**config.mk**
```make
export PLATFORM = sky130hd
export DESIGN_NAME = pc_stack_unit_flat
export DESIGN_NICKNAME = d
export VERILOG_FILES = /design/src/rtl/pc_stack_if.sv /design/src/rtl/pc_stack_unit.sv /design/src/flat_wrapper.sv
export SDC_FILE = /design/constraint.sdc
export NUM_CORES = 1
export LEC_CHECK = 0
export ABC_AREA = 1
export CAP_MARGIN = 25
export CORE_ASPECT_RATIO = 1.25
export CORE_UTILIZATION = 50
export CTS_CLUSTER_SIZE = 16
export DETAILED_ROUTE_END_ITERATION = 10
export PLACE_DENSITY = 0.71
export SETUP_SLACK_MARGIN = 0.1
export SLEW_MARGIN = 20
export SYNTH_ARGS = -nofsm -noshare
export SYNTH_HDL_FRONTEND = slang
export SYNTH_SLANG_ARGS = --single-unit
export TNS_END_PERCENT = 10
```
**constraint.sdc**
```tcl
create_clock -name clk -period 2.6 [get_ports clk]
set_input_delay 0.39 -clock clk [delete_from_list [all_inputs] [get_ports clk]]
set_output_delay 0.39 -clock clk [all_outputs]
set_load 0.05 [all_outputs]
```
**src/rtl/pc_stack_if.sv**
```systemverilog
// pc_stack_if
//   Command/status bundle between the core sequencer and pc_stack_unit.
//   master: sequencer side (drives step/cmd/cmd_tgt/cmd_page/clr_flags,
//           observes PC, skip and stack status).
//   slave : pc_stack_unit side.
//   Signals:
//     step       advance one instruction this cycle
//     cmd        0 SEQ, 1 JMP, 2 CALL, 3 RET, 4 RETSK, 5 SETPAGE, 6/7 SEQ
//     cmd_tgt    JMP/CALL in-page target
//     cmd_page   SETPAGE page value
//     clr_flags  clear sticky ovf/udf
//     pc_out     current PC {PU,PL}
//     skip_out   high for one step after RETSK
//     depth_cnt  stack occupancy 0..DEPTH
//     full/empty occupancy at DEPTH / at 0
//     ovf/udf    sticky push-when-full / pop-when-empty
interface pc_stack_if #(
   parameter int PL_W  = 6,
   parameter int PU_W  = 4,
   parameter int DEPTH = 4
);
   localparam int CNT_W = $clog2(DEPTH + 1);

   logic                 step;
   logic [2:0]           cmd;
   logic [PL_W-1:0]      cmd_tgt;
   logic [PU_W-1:0]      cmd_page;
   logic                 clr_flags;
   logic [PU_W+PL_W-1:0] pc_out;
   logic                 skip_out;
   logic [CNT_W-1:0]     depth_cnt;
   logic                 full;
   logic                 empty;
   logic                 ovf;
   logic                 udf;

   modport master (
      output step, cmd, cmd_tgt, cmd_page, clr_flags,
      input  pc_out, skip_out, depth_cnt, full, empty, ovf, udf
   );

   modport slave (
      input  step, cmd, cmd_tgt, cmd_page, clr_flags,
      output pc_out, skip_out, depth_cnt, full, empty, ovf, udf
   );
endinterface

```
**src/rtl/pc_stack_unit.sv**
```systemverilog
// pc_stack_unit
//   Program counter {PU,PL} with LFSR or binary in-page advance, a DEPTH-entry
//   return stack with occupancy and sticky overflow/underflow flags, and a
//   one-instruction SETPAGE prefix that redirects the next JMP/CALL.
//   Ports:
//     clk    clock, all updates on posedge
//     RESET  asynchronous, active-low reset
//     bus    pc_stack_if slave modport (commands in, PC/status out)
module pc_stack_unit #(
   parameter int             PL_W      = 6,
   parameter int             PU_W      = 4,
   parameter int             DEPTH     = 4,
   parameter bit             LFSR_MODE = 1'b1,
   parameter logic [PU_W-1:0] CALL_PAGE = {PU_W{1'b1}}
) (
   input logic        clk,
   input logic        RESET,
   pc_stack_if.slave  bus
);
   localparam int PC_W  = PU_W + PL_W;
   localparam int CNT_W = $clog2(DEPTH + 1);

   localparam logic [2:0] CMD_JMP     = 3'd1;
   localparam logic [2:0] CMD_CALL    = 3'd2;
   localparam logic [2:0] CMD_RET     = 3'd3;
   localparam logic [2:0] CMD_RETSK   = 3'd4;
   localparam logic [2:0] CMD_SETPAGE = 3'd5;

   logic [PL_W-1:0]  pl_q, pl_d;
   logic [PU_W-1:0]  pu_q, pu_d;
   logic [PC_W-1:0]  stk_q [DEPTH];
   logic [PC_W-1:0]  stk_d [DEPTH];
   logic [CNT_W-1:0] cnt_q, cnt_d;
   logic             pend_q, pend_d;
   logic [PU_W-1:0]  ppage_q, ppage_d;
   logic             skip_q, skip_d;
   logic             ovf_q, ovf_d;
   logic             udf_q, udf_d;

   logic             full_w;
   logic             empty_w;
   logic [PL_W-1:0]  pl_nxt;
   logic [PC_W-1:0]  top_w;

   assign full_w  = (cnt_q == CNT_W'(DEPTH));
   assign empty_w = (cnt_q == '0);

   // In-page sequential successor. The XNOR-feedback LFSR locks up at
   // all-ones, so that state is forced back to 0.
   always_comb begin
      pl_nxt = pl_q + 1'b1;
      if (LFSR_MODE) begin
         if (&pl_q) pl_nxt = '0;
         else       pl_nxt = {pl_q[0] ~^ pl_q[1], pl_q[PL_W-1:1]};
      end
   end

   // Top-of-stack lives at index cnt_q-1.
   always_comb begin
      top_w = '0;
      for (int i = 0; i < DEPTH; i++) begin
         if (cnt_q == CNT_W'(i + 1)) top_w = stk_q[i];
      end
   end

   always_comb begin
      pl_d    = pl_q;
      pu_d    = pu_q;
      stk_d   = stk_q;
      cnt_d   = cnt_q;
      pend_d  = pend_q;
      ppage_d = ppage_q;
      skip_d  = skip_q;
      ovf_d   = bus.clr_flags ? 1'b0 : ovf_q;
      udf_d   = bus.clr_flags ? 1'b0 : udf_q;

      if (bus.step) begin
         // Prefix and skip each live for exactly one step.
         pend_d = 1'b0;
         skip_d = 1'b0;
         pl_d   = pl_nxt;
         unique case (bus.cmd)
            CMD_JMP: begin
               pl_d = bus.cmd_tgt;
               if (pend_q) pu_d = ppage_q;
            end
            CMD_CALL: begin
               if (full_w) begin
                  // Drop the oldest entry to make room at the top.
                  for (int i = 0; i < DEPTH - 1; i++) stk_d[i] = stk_q[i+1];
                  stk_d[DEPTH-1] = {pu_q, pl_nxt};
                  ovf_d          = 1'b1;
               end else begin
                  for (int i = 0; i < DEPTH; i++) begin
                     if (cnt_q == CNT_W'(i)) stk_d[i] = {pu_q, pl_nxt};
                  end
                  cnt_d = cnt_q + 1'b1;
               end
               pl_d = bus.cmd_tgt;
               pu_d = pend_q ? ppage_q : CALL_PAGE;
            end
            CMD_RET, CMD_RETSK: begin
               if (empty_w) begin
                  pl_d  = '0;
                  pu_d  = '0;
                  udf_d = 1'b1;
               end else begin
                  pl_d = top_w[PL_W-1:0];
                  pu_d = top_w[PC_W-1:PL_W];
                  for (int i = 0; i < DEPTH; i++) begin
                     if (cnt_q == CNT_W'(i + 1)) stk_d[i] = '0;
                  end
                  cnt_d = cnt_q - 1'b1;
               end
               skip_d = (bus.cmd == CMD_RETSK);
            end
            CMD_SETPAGE: begin
               ppage_d = bus.cmd_page;
               pend_d  = 1'b1;
            end
            default: ;
         endcase
      end
   end

   always_ff @(posedge clk or negedge RESET) begin
      if (!RESET) begin
         pl_q    <= '0;
         pu_q    <= '0;
         for (int i = 0; i < DEPTH; i++) stk_q[i] <= '0;
         cnt_q   <= '0;
         pend_q  <= 1'b0;
         ppage_q <= '0;
         skip_q  <= 1'b0;
         ovf_q   <= 1'b0;
         udf_q   <= 1'b0;
      end else begin
         pl_q    <= pl_d;
         pu_q    <= pu_d;
         stk_q   <= stk_d;
         cnt_q   <= cnt_d;
         pend_q  <= pend_d;
         ppage_q <= ppage_d;
         skip_q  <= skip_d;
         ovf_q   <= ovf_d;
         udf_q   <= udf_d;
      end
   end

   assign bus.pc_out    = {pu_q, pl_q};
   assign bus.skip_out  = skip_q;
   assign bus.depth_cnt = cnt_q;
   assign bus.full      = full_w;
   assign bus.empty     = empty_w;
   assign bus.ovf       = ovf_q;
   assign bus.udf       = udf_q;
endmodule
```
**src/flat_wrapper.sv**
```systemverilog
// flat-port wrapper written by rule: the top's interface ports become plain ports
module pc_stack_unit_flat 
#(
   parameter int             PL_W      = 6,
   parameter int             PU_W      = 4,
   parameter int             DEPTH     = 4,
   parameter bit             LFSR_MODE = 1'b1,
   parameter logic [PU_W-1:0] CALL_PAGE = {PU_W{1'b1}}
)
  (clk, RESET, bus_step, bus_cmd, bus_cmd_tgt, bus_cmd_page, bus_clr_flags, bus_pc_out, bus_skip_out, bus_depth_cnt, bus_full, bus_empty, bus_ovf, bus_udf);
  pc_stack_if #(.PL_W(PL_W), .PU_W(PU_W), .DEPTH(DEPTH)) bus_i ();
  input logic clk;
  input logic RESET;
  input wire logic [$bits(bus_i.step)-1:0] bus_step;
  input wire logic [$bits(bus_i.cmd)-1:0] bus_cmd;
  input wire logic [$bits(bus_i.cmd_tgt)-1:0] bus_cmd_tgt;
  input wire logic [$bits(bus_i.cmd_page)-1:0] bus_cmd_page;
  input wire logic [$bits(bus_i.clr_flags)-1:0] bus_clr_flags;
  output wire logic [$bits(bus_i.pc_out)-1:0] bus_pc_out;
  output wire logic [$bits(bus_i.skip_out)-1:0] bus_skip_out;
  output wire logic [$bits(bus_i.depth_cnt)-1:0] bus_depth_cnt;
  output wire logic [$bits(bus_i.full)-1:0] bus_full;
  output wire logic [$bits(bus_i.empty)-1:0] bus_empty;
  output wire logic [$bits(bus_i.ovf)-1:0] bus_ovf;
  output wire logic [$bits(bus_i.udf)-1:0] bus_udf;
  assign bus_i.step = bus_step;
  assign bus_i.cmd = bus_cmd;
  assign bus_i.cmd_tgt = bus_cmd_tgt;
  assign bus_i.cmd_page = bus_cmd_page;
  assign bus_i.clr_flags = bus_clr_flags;
  assign bus_pc_out = bus_i.pc_out;
  assign bus_skip_out = bus_i.skip_out;
  assign bus_depth_cnt = bus_i.depth_cnt;
  assign bus_full = bus_i.full;
  assign bus_empty = bus_i.empty;
  assign bus_ovf = bus_i.ovf;
  assign bus_udf = bus_i.udf;
  pc_stack_unit #(.PL_W(PL_W), .PU_W(PU_W), .DEPTH(DEPTH), .LFSR_MODE(LFSR_MODE), .CALL_PAGE(CALL_PAGE)) u_core (.clk(clk), .RESET(RESET), .bus(bus_i));
endmodule
```
**Supply network**

The bar under the picture is 20 µm long. Pins as bars on the die edge. Tap cells in grey.
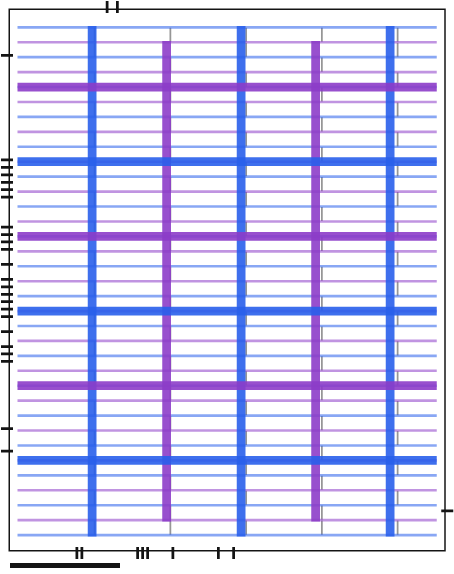
- VDD: purple
- VSS: blue
- signal pins: 35
- tap cells: 90
- met4 straps: 5
- rows: 34

**Cell classes on the final placement**

The bar under the picture is 20 µm long.
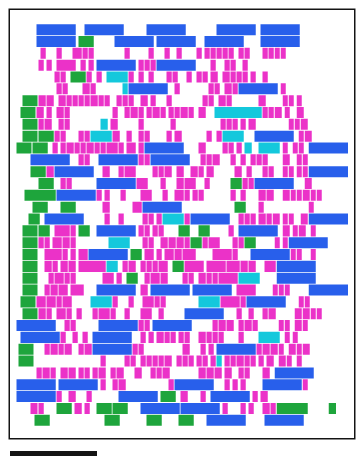
- remaining buffers and delay cells: green (cells 46; share of their area 10%)
- registers: blue (cells 61; share of their area 36%)
- clock drivers and dummy loads: cyan (cells 16; share of their area 4.5%)
- remaining logic cells: magenta (cells 471; share of their area 49%)

**Clock distribution**

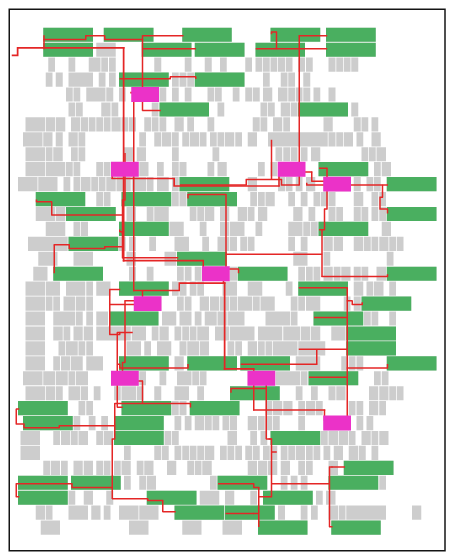
- clock wires: red (length 873 µm)
- flip-flops: green (count 61)
- clock-net drivers: magenta (count 9)
- flops lie: spread over the die

==> flow_summary.yaml <==
# generated from flow reports
setup_path:
  cp.required_ps: 2210
  cp-start-kind: "register"
  cp-end-kind: "primary output"
  path_cells: "inv_1 > ha_1 > nand2_1 > inv_1 > buf_12"
  worst-setup-path-type: "reg2out"
  r2r_cells: 8
  cpMostUsedCell: "inv_1"
  slowest_delay_ps: 450
  cp_top_family: "buffers and inverters"
  crit_buf_inv: 3
  cp.depth: 5
global_route:
  grt-ovfl-total: 0
  grt_pass1_wl_um: 16260
  antenna_found_initial: 0
  grt_max_degree: 33
  grt_util_all_layers_pct: 27.54
  grt_pass1_vias: 3415
timing:
  fin_tns_setup_ps: 0
  relSlewSlack_pct: 52.50
  hold_viol_final: 0
  fin_crit_sh_pct: 88.46
  drv_slew: 0
  grt_setup_unrepaired: "no"
  max_freq_mhz: 434.8
  worst_slew_pin_slew_ps: 712.4
  finalSetupViolCount: 0
  period_needed_ps: 2300
floorplanning:
  die_h_um: 98.36
  fp.dieW_um: 79.08
  row_count: 34
  chip_area_um2: 7778
  io_pins: 35
  fp_util_pct: 52.59
  coreArea_um2: 7062
layout:
  diodes: 0
  area_growth_pct: 17.49
  fin_util_pct: 61.78
  final_cells: 684
yosys:
  synthFlopType: "dfrtp_1"
  top_cells_by_count: "188 x nand2_1, 77 x nor2_1, 61 x dfrtp_1"
  ys_cells: 552
  edf_count: 0
  yosys.stat.seqShare_pct: 41.11
  most_common_cell: "nand2_1"
  async_reset_ff_share_pct: 100.0
  area_leaders: "dfrtp_1 41%, nand2_1 19%, nor2_1 7.8%"
  syn_avg_cell_area_um2: 6.727
  synth_flops: 61
power:
  ir_drop_mv: 0.5158
  power_density_nw_per_um2: 1073
  leakage_uw: 0.002264
clocking:
  cts_sinks: 61
  clk_latency_ps: 350
  cts.reportedPaths.clkPinSlew_ps: 70
  cts_htree_levels: 3
  numCtsBuffers: 9
drt:
  antenna_left: 0
  wire_per_inst_um: 14.28
  drc_errors: 0
  via_count: 3599
  dr.pass1.iters: 4
job:
  warnings: 30
  cap_violations: 0
outcome:
  status: "finished, final reports clean"
worst_hold_path:
  hold_path.class: "in2async"
place:
  dp_hpwl_um: 7166
-- final timing paths --
kind / end / slack [ps] / start
max: bus_full / 300 / u_core.bus.depth_cnt[0]
min: u_core.stk_q[27] / 90 / RESET
max reg2reg: u_core.pl_q[1] / 360 / u_core.bus.depth_cnt[2]
min reg2reg: u_core.stk_q[4] / 470 / u_core.stk_q[4]
max in group asynchronous: u_core.stk_q[4] / 1890 / RESET
min in group clk: u_core.stk_q[4] / 470 / u_core.stk_q[4]
-- area by class of cell --
cell class | count | area (µm²)
Tap cell | 90 | 112.6
Sequential cell | 61 | 1526
Clock buffer | 12 | 145.1
Clock inverter | 4 | 47.55
Multi-Input combinational cell | 409 | 1846
Inverter | 62 | 240.2
Fill cell | 702 | 2699
Timing Repair Buffer | 46 | 445.4
-- per-layer routing --
layer / vias to the layer above / share of wire [%] / global-route usage, %
li1: 1788 / - / -
met1: 1703 / 48 / 38.21
met2: 94 / 46 / 42.31
met3: 14 / 4.4 / 6.355
met4: 0 / 1.7 / 9.091
met5: - / 0 / 0
-- kinds of logic after synthesis --
group	synth area share [%]
DFF	41.11
adders and majority gates	2.358
and+or+nand+nor	36.59
xor gates and xnor gates	0.4718
buffers and inverters	9.198
AOI/OAI and AO/OA	10.28
-- cell usage in the layout (no fill, tap or decap), drive strengths merged --
cell and n:
o21ai 41, a32o 1, nand4 3, or2 4
nand2 193, xor2 2, bufinv 1, nand3b 8
buf 15, nor2 82, clkinv 3, clkinvlp 3
nand3 36, dfrtp 61, a21oi 31, inv 59
clkdlybuf4s50 31, ha 7, clkbuf 12, a21boi 1
-- stage by stage --
step	hold WS, ps	power [µW]	worst slack, ps	instance area (µm²)
final	91.37	4680	300.1	4363
after global routing	139.6	5042	186.0	4363
after CTS	121.9	4658	310.1	4355
after detailed placement	455.6	3800	303.5	4163
after global placement	450.1	3781	349.5	4163
after floorplan	94.41	3104	103.7	3714
-- registers in the layout, indices dropped and copies added (netlist names) --
register,count
u_core.bus.ovf,1
u_core.pend_q,1
u_core.bus.skip_out,1
u_core.stk_q,40
u_core.bus.udf,1
u_core.ppage_q,4
u_core.pl_q,6
u_core.bus.depth_cnt,3
u_core.pu_q,4
-- what timing repair did --
| item | 4_1_cts | 5_1_grt |
|---|---|---|
| hold buffers | 0 | 0 |
| resized | 0 | 2 |
| endpoints found under the setup margin | 0 | 1 |
-- where the power goes --
group          internal (µW)  switching (µW)  total (µW)
logic                    741            1510        2250
registers               1320             267        1590
clock network            466             380         846
Power is estimated from default activity; no workload was simulated.
